### A small window of the routed layout, run 1

Window x 19 to 49, y 8 to 38 um. Cells in gray, sequential cells in the stronger gray; small squares are vias.
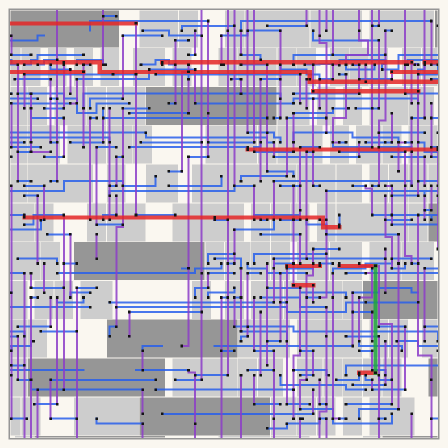
### Placed standard cells, run 1

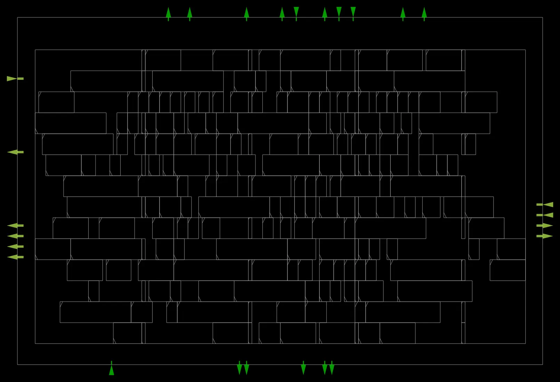
### Wire density map, run 1

Drawn at 4 px/um. The die is cut into 14 by 9 equal tiles; dark purple is low, yellow is high, scaled to the fullest tile. Values are wire area over tile area, all layers added.
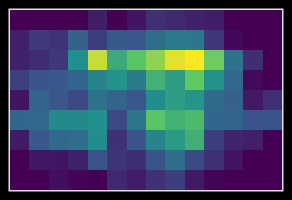
### Selected gate families, run 1

Drawn at 6 px/um.
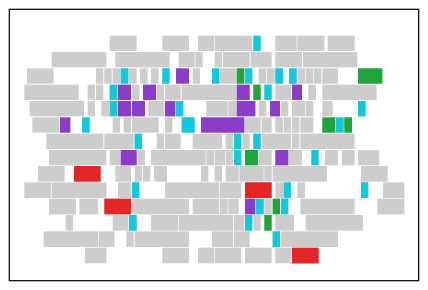
===== src/rtl/pong_pkg.sv =====
// Shared types and constants for the ping-pong ball engine.
package pong_pkg;

  // Ball engine states
  typedef enum logic [1:0] {
    IDLE   = 2'd0,
    MOVE_R = 2'd1,
    MOVE_L = 2'd2,
    POINT  = 2'd3
  } state_t;

  // Player identity, used for serve ownership and the winner flag
  typedef enum logic {
    LEFT  = 1'b0,
    RIGHT = 1'b1
  } side_t;

  localparam int SCORE_W = 4;

endpackage : pong_pkg


===== src/rtl/pong_score_cnt.sv =====
// Saturating score counter: counts up on inc_i and holds once it reaches max_i.
module pong_score_cnt
  import pong_pkg::*;
(
  input  logic               CLK,
  input  logic               CLRN,
  input  logic               inc_i,
  input  logic [SCORE_W-1:0] max_i,
  output logic [SCORE_W-1:0] count_o
);

  logic [SCORE_W-1:0] count_q;
  logic [SCORE_W-1:0] count_d;

  // Next count: step by one unless already at the ceiling
  always_comb begin
    count_d = count_q;
    if (inc_i && (count_q < max_i)) begin
      count_d = count_q + {{(SCORE_W-1){1'b0}}, 1'b1};
    end else begin
      count_d = count_q;
    end
  end

  // Count register, cleared asynchronously
  always_ff @(posedge CLK or negedge CLRN) begin
    if (!CLRN) begin
      count_q <= {SCORE_W{1'b0}};
    end else begin
      count_q <= count_d;
    end
  end

  assign count_o = count_q;

endmodule : pong_score_cnt


===== src/rtl/pong_ball_ctrl.sv =====
// Ping-pong ball engine: moves a one-hot ball across the court on each speed
// tick, judges returns, awards points and tracks serve ownership and the winner.
module pong_ball_ctrl
  import pong_pkg::*;
#(
  parameter int N_LEDS    = 8,
  parameter int WIN_SCORE = 3
) (
  input  logic               CLK,
  input  logic               CLRN,
  input  logic               tick,
  input  logic               serve_L,
  input  logic               serve_R,
  input  logic               hit_L,
  input  logic               hit_R,
  output logic [N_LEDS-1:0]  LED,
  output logic [SCORE_W-1:0] score_L,
  output logic [SCORE_W-1:0] score_R,
  output logic               serve_side,
  output logic               game_over,
  output logic               winner
);

  localparam logic [N_LEDS-1:0]  LED_NONE  = {N_LEDS{1'b0}};
  localparam logic [N_LEDS-1:0]  LED_LEFT  = {1'b1, {(N_LEDS-1){1'b0}}};
  localparam logic [N_LEDS-1:0]  LED_RIGHT = {{(N_LEDS-1){1'b0}}, 1'b1};
  localparam logic [SCORE_W-1:0] WIN_MAX   = SCORE_W'(WIN_SCORE);
  localparam logic [SCORE_W-1:0] SCORE_ONE = {{(SCORE_W-1){1'b0}}, 1'b1};

  state_t             state_q;
  logic [N_LEDS-1:0]  led_q;
  side_t              serve_side_q;
  logic               game_over_q;
  side_t              winner_q;

  logic               point_l_s;
  logic               point_r_s;
  logic               win_l_s;
  logic               win_r_s;
  logic [SCORE_W-1:0] score_l_s;
  logic [SCORE_W-1:0] score_r_s;

  // Point detection: an early swing or a missed ball at the end LED scores for
  // the shooter. A hit at the end LED outranks a simultaneous tick.
  always_comb begin
    point_l_s = 1'b0;
    point_r_s = 1'b0;
    case (state_q)
      MOVE_R: begin
        point_l_s = hit_R ? ~led_q[0] : (tick & led_q[0]);
        point_r_s = 1'b0;
      end
      MOVE_L: begin
        point_l_s = 1'b0;
        point_r_s = hit_L ? ~led_q[N_LEDS-1] : (tick & led_q[N_LEDS-1]);
      end
      default: begin
        point_l_s = 1'b0;
        point_r_s = 1'b0;
      end
    endcase
  end

  // A point is game-winning when the scorer's incremented total hits the target
  assign win_l_s = ((score_l_s + SCORE_ONE) == WIN_MAX);
  assign win_r_s = ((score_r_s + SCORE_ONE) == WIN_MAX);

  // Ball state machine with registered LED, serve ownership and result flags
  always_ff @(posedge CLK or negedge CLRN) begin
    if (!CLRN) begin
      state_q      <= IDLE;
      led_q        <= LED_NONE;
      serve_side_q <= LEFT;
      game_over_q  <= 1'b0;
      winner_q     <= LEFT;
    end else begin
      case (state_q)
        IDLE: begin
          led_q <= LED_NONE;
          if (!game_over_q && (serve_side_q == LEFT) && serve_L) begin
            led_q   <= LED_LEFT;
            state_q <= MOVE_R;
          end else if (!game_over_q && (serve_side_q == RIGHT) && serve_R) begin
            led_q   <= LED_RIGHT;
            state_q <= MOVE_L;
          end else begin
            state_q <= IDLE;
          end
        end
        MOVE_R: begin
          if (point_l_s) begin
            led_q        <= LED_NONE;
            state_q      <= POINT;
            serve_side_q <= RIGHT;
            if (win_l_s) begin
              game_over_q <= 1'b1;
              winner_q    <= LEFT;
            end else begin
              game_over_q <= game_over_q;
            end
          end else if (hit_R) begin
            // Ball sits on the right end: turn it around, it leaves on the next tick
            state_q <= MOVE_L;
          end else if (tick) begin
            led_q <= led_q >> 1;
          end else begin
            state_q <= MOVE_R;
          end
        end
        MOVE_L: begin
          if (point_r_s) begin
            led_q        <= LED_NONE;
            state_q      <= POINT;
            serve_side_q <= LEFT;
            if (win_r_s) begin
              game_over_q <= 1'b1;
              winner_q    <= RIGHT;
            end else begin
              game_over_q <= game_over_q;
            end
          end else if (hit_L) begin
            state_q <= MOVE_R;
          end else if (tick) begin
            led_q <= led_q << 1;
          end else begin
            state_q <= MOVE_L;
          end
        end
        POINT: begin
          led_q <= LED_NONE;
          if (tick) begin
            state_q <= IDLE;
          end else begin
            state_q <= POINT;
          end
        end
        default: begin
          state_q <= IDLE;
          led_q   <= LED_NONE;
        end
      endcase
    end
  end

  pong_score_cnt u_score_l (
    .CLK     (CLK),
    .CLRN    (CLRN),
    .inc_i   (point_l_s),
    .max_i   (WIN_MAX),
    .count_o (score_l_s)
  );

  pong_score_cnt u_score_r (
    .CLK     (CLK),
    .CLRN    (CLRN),
    .inc_i   (point_r_s),
    .max_i   (WIN_MAX),
    .count_o (score_r_s)
  );

  assign LED        = led_q;
  assign score_L    = score_l_s;
  assign score_R    = score_r_s;
  assign serve_side = serve_side_q;
  assign game_over  = game_over_q;
  assign winner     = winner_q;

endmodule : pong_ball_ctrl

===== config.mk =====
export PLATFORM = sky130hd
export DESIGN_NAME = pong_ball_ctrl
export DESIGN_NICKNAME = d
export VERILOG_FILES = /design/src/rtl/pong_pkg.sv /design/src/rtl/pong_score_cnt.sv /design/src/rtl/pong_ball_ctrl.sv
export SDC_FILE = /design/constraint.sdc
export NUM_CORES = 1
export LEC_CHECK = 0
export ABC_AREA = 1
export CORE_AREA = 2 2 66 43
export CTS_CLUSTER_SIZE = 40
export DETAILED_ROUTE_END_ITERATION = 8
export DIE_AREA = 0 0 68 45
export MAX_ROUTING_LAYER = met4
export PLACE_DENSITY = 0.76
export SKIP_CTS_REPAIR_TIMING = 1
export SYNTH_ARGS = -nofsm -noshare
export SYNTH_HDL_FRONTEND = slang
export SYNTH_SLANG_ARGS = --single-unit

===== constraint.sdc =====
create_clock -name CLK -period 1.79 [get_ports CLK]
set_clock_uncertainty 0.15 [all_clocks]
set_input_delay 0.4475 -clock CLK [delete_from_list [all_inputs] [get_ports CLK]]
set_output_delay 0.4475 -clock CLK [all_outputs]
set_load 0.01 [all_outputs]

==> results.json, run 1 <==
{
  "path_class": "flop to output port",
  "wl_met3_um": 192,
  "tritoncts": "done",
  "yosysSeqAreaShare_pct": 45.21,
  "clock_latency_ps": 260,
  "cts.sinks": 21,
  "rrSetupSlack_ps": 210,
  "crit_path_start": "winner",
  "grt_pass1_vias": 1009,
  "syn_area_um2": 1162,
  "cp_slowest_cell": "clkdlybuf4s50_1",
  "gr-max-usage-layer": "met2",
  "highest_layer": "met4",
  "status": "complete, no violations",
  "fillCellCount": 183,
  "ctsLongestPathBuffers": 2,
  "drc": 0,
  "path_clk_slew_ps": 80,
  "grt-ovfl-total": 0,
  "endpoint_kind": "output port",
  "path_cells": "clkdlybuf4s50_1",
  "syn_nets": 161,
  "leakage_nw": 1.026,
  "m1WireLength_mm": 1.317,
  "avgSynthCellArea_um2": 7.749,
  "clockRootBuffer": "clkbuf_8",
  "post-dp-hpwl_mm": 2.023,
  "antenna_left": 0,
  "io_buffers": 25,
  "whs_path_depth": 0,
  "slew-limit-headroom_pct": 80.42,
  "ir_worst_vdd_v": 0.0006069,
  "min_to": "u_score_l.count_o[3]",
  "cp.required_ps": 1190,
  "yosysUniqueCellTypes": 22,
  "grt_antenna_before_repair": 0,
  "power.total_w": 0.0008235,
  "use_met2_pct": 30.29,
  "final_util_pct": 69.05,
  "ys_area_um2": 1162,
  "globalRouteMet3Util_pct": 5.985
}
Back to the opening pictures, 'A small window of the routed layout':
Red shows M3. Blue shows M1. Purple shows M2. Green shows M4.
Sequential cells in the window: 7. 111 logic cells have their middle in the window. Netlist names of flops here include `LED` (3), `u_score_l.count_o` (2). Most frequent: nand2_1 (36), inv_1 (14).

Back to the opening pictures, 'Placed standard cells':
Tapcells: 32
Rows: 14

Back to the opening pictures, 'Wire density map':
15% of the tiles are over half the peak. The densest ninth of the die: center. 19% of the tiles are nearly empty. The mean over all tiles is 0.15.
vias: 1099
final wirelength: 2.828 mm
routed len/inst: 12.74 um

Back to the opening pictures, 'Selected gate families':
Purple shows aoi and oai cells, cells 15. Cyan shows inv cells, cells 28. Red shows fa/ha/maj cells, cells 4. Green shows nor cells, cells 8.
Layout Cells excl Fill: 222
Comb area share: 31.93%
most numerous logic cell after layout: nand2_1

run 1: state kept, by name (all words and copies together), names as in the netlist:
name / cells
LED: 8
u_score_l.count_o: 4
u_score_r.count_o: 4
state_q: 2
game_over: 1
serve_side: 1
winner: 1
run 1: logic make-up (layout without fill, tap and decap cells):
kind of cell,Yosys count,count (layout),synth area share (%)
AND-OR/OR-AND,15,15,8.718
XOR/XNOR,2,2,1.507
adder cells (fa/ha/maj),4,4,4.306
buffers and inverters,32,72,10.55
flip-flops,21,21,45.21
AND/OR/NAND/NOR,76,76,29.71
run 1: final cells by class:
class,instances,area share [%]
clock buffer,3,2.474
clock inverter,1,0.2999
inverter,28,6.447
multi-input combinational,97,31.93
sequential,21,31.86
tap,32,2.399
timing repair buffer,40,24.59
run 1: through the flow:
step | area [um^2] | setup slack, ps
CTS | 1544 | -84.63
global placement | 1498 | -258.2
detailed placement | 1498 | -313.9
global route | 1669 | -4.826
finish | 1669 | 49.88
floorplan | 1162 | 330.5
run 1: where the power goes:
part / internal, W / total [W] / switching (W)
Sequential: 0.000474 / 0.000474 / 0
Combinational: 0.0000180 / 0.0000403 / 0.0000222
Clock: 0.000155 / 0.000309 / 0.000154
run 1: Yosys cell counts:
cell type	instances	area, um^2
a21boi_1	1	7.510
a21oi_1	1	5.000
clkbuf_1	4	15.01
clkinv_1	1	3.750
dfrtp_1	21	525.5
ha_1	4	50.05
inv_1	22	82.58
inv_2	4	15.01
inv_4	1	6.260
nand2_1	51	191.4
nand2_4	1	11.26
nand3_1	7	35.03
nand3_4	1	17.52
nand4_1	8	50.05
nor2_1	6	22.52
nor2_2	1	6.260
nor2_4	1	11.26
o21ai_0	2	10.01
o21ai_1	3	15.01
o22ai_1	7	43.79
o22ai_4	1	20.02
xor2_1	2	17.52
==> run 1 -> run 2 <==
--- a/config.mk
+++ b/config.mk
@@ -6,6 +6,7 @@
 export NUM_CORES = 1
 export LEC_CHECK = 0
 export ABC_AREA = 1
+export ABC_CLOCK_PERIOD_IN_PS = 1790
 export CORE_AREA = 2 2 66 43
 export CTS_CLUSTER_SIZE = 40
 export DETAILED_ROUTE_END_ITERATION = 8
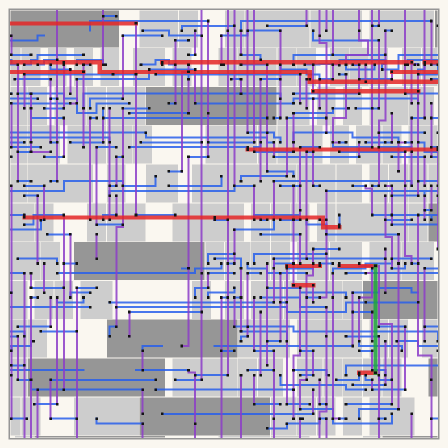
*A small window of the routed layout, run 2*
Window x 19 to 49, y 8 to 38 um. Cells in gray, sequential cells in the stronger gray; small squares are vias.
Red shows M3. Purple shows M2. Blue shows M1. Green shows M4.
Most frequent: nand2_1 (36), inv_1 (14). Netlist names of flops here include `LED` (3), `u_score_l.count_o` (2). Sequential cells in the window: 7. 111 logic cells have their middle in the window.

==> results.json, run 2 <==
{
  "crit_path_start": "winner",
  "drc": 0,
  "ys_area_um2": 1162,
  "grt_pass1_vias": 1009,
  "switching_share_pct": 21.46,
  "wl_mm": 2.828,
  "endpoint_kind": "output port",
  "path_cells": "clkdlybuf4s50_1",
  "yosysUniqueCellTypes": 22,
  "flop_cell": "dfrtp_1",
  "top_cell_area_share_pct": 45.21,
  "status": "complete, no violations",
  "topCombFamilyByArea": "simple AND/OR/NAND/NOR gates",
  "lay_top_count": "nand2_1",
  "cp.required_ps": 1190,
  "syn_area_um2": 1162,
  "path_class": "flop to output port",
  "pwr-share-clk_pct": 37.6,
  "post-dp-hpwl_mm": 2.023,
  "clockRootBuffer": "clkbuf_8",
  "final_util_pct": 69.05,
  "largest_reg_flops": 8,
  "cts.sinks": 21,
  "io_buffers": 25,
  "yosysTopAreaCell": "dfrtp_1",
  "avgSynthCellArea_um2": 7.749,
  "top_cells_by_area": "dfrtp_1 (45%), nand2_1 (16%), inv_1 (7.1%), ha_1 (4.3%), nand4_1 (4.3%)",
  "most_common_cell": "nand2_1",
  "xor_area_share_pct": 1.507,
  "p_sw_w": 0.0001767,
  "row_count": 14,
  "whs_path_depth": 0,
  "ir_worst_vdd_v": 0.0006069,
  "top_power_group": "sequential cells",
  "common_cells": "nand2_1 (51), inv_1 (22), dfrtp_1 (21)",
  "edf_count": 0,
  "sequentialPowerShare_pct": 57.5,
  "ctsLongestPathBuffers": 2,
  "rrSetupSlack_ps": 210
}
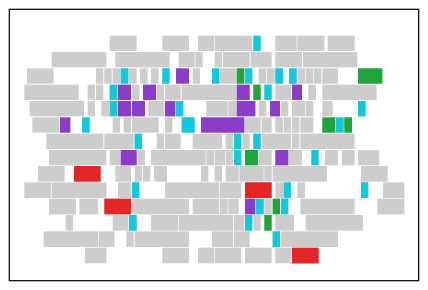
*Selected gate families, run 2*
Drawn at 6 px/um.
Red shows fa/ha/maj cells, cells 4. Purple shows aoi and oai cells, cells 15. Green shows nor cells, cells 8. Cyan shows inv cells, cells 28.

[run 2: cell counts after synthesis]
No cell type changed its count.
[run 2: logic make-up (layout without fill, tap and decap cells)]
family                   Yosys count  in the layout
flip-flops                        21             21
buffers and inverters             32             72
XOR/XNOR                           2              2
AND/OR/NAND/NOR                   76             76
adder cells (fa/ha/maj)            4              4
AND-OR/OR-AND                     15             15
[run 2: area by class of cell]
cell class / count / area, um^2
Tap cell: 32 / 40.04
Sequential cell: 21 / 531.8
Clock inverter: 1 / 5.005
Clock buffer: 3 / 41.29
Inverter: 28 / 107.6
Fill cell: 183 / 748.2
Multi-Input combinational cell: 97 / 533.0
Timing Repair Buffer: 40 / 410.4
[run 2: how the worst min path moves through the flow]
stage | endpoint | slack, ps
CTS | u_score_r.count_o[3] | 280
finish | u_score_l.count_o[3] | 250
floorplan | LED[0] | 2
global route | u_score_l.count_o[3] | 270
global placement | u_score_r.count_o[3] | 270
detailed placement | u_score_r.count_o[3] | 260
[run 2: routing by layer]
layer	up-vias	routed length (um)	share of wire, %	GRT usage, %
met5	-	0	0	-
met4	0	7	0.25	3.200
met3	2	192	6.8	5.985
met2	36	1310	46	30.29
met1	510	1317	47	27.33
li1	551	-	-	-
[run 2: metrics by stage]
| stage | total power (W) | setup WS [ps] | area, um^2 | hold slack, ps |
|---|---|---|---|---|
| after global placement | 0.0005220 | -258.2 | 1498 | 268.9 |
| after floorplan | 0.0004925 | 330.5 | 1162 | 1.909 |
| after global routing | 0.0008712 | -4.826 | 1669 | 268.0 |
| after detailed placement | 0.0005229 | -313.9 | 1498 | 263.7 |
| after CTS | 0.0008315 | -84.63 | 1544 | 284.1 |
| final | 0.0008235 | 49.88 | 1669 | 253.1 |
Power and IR drop assume default switching activity.
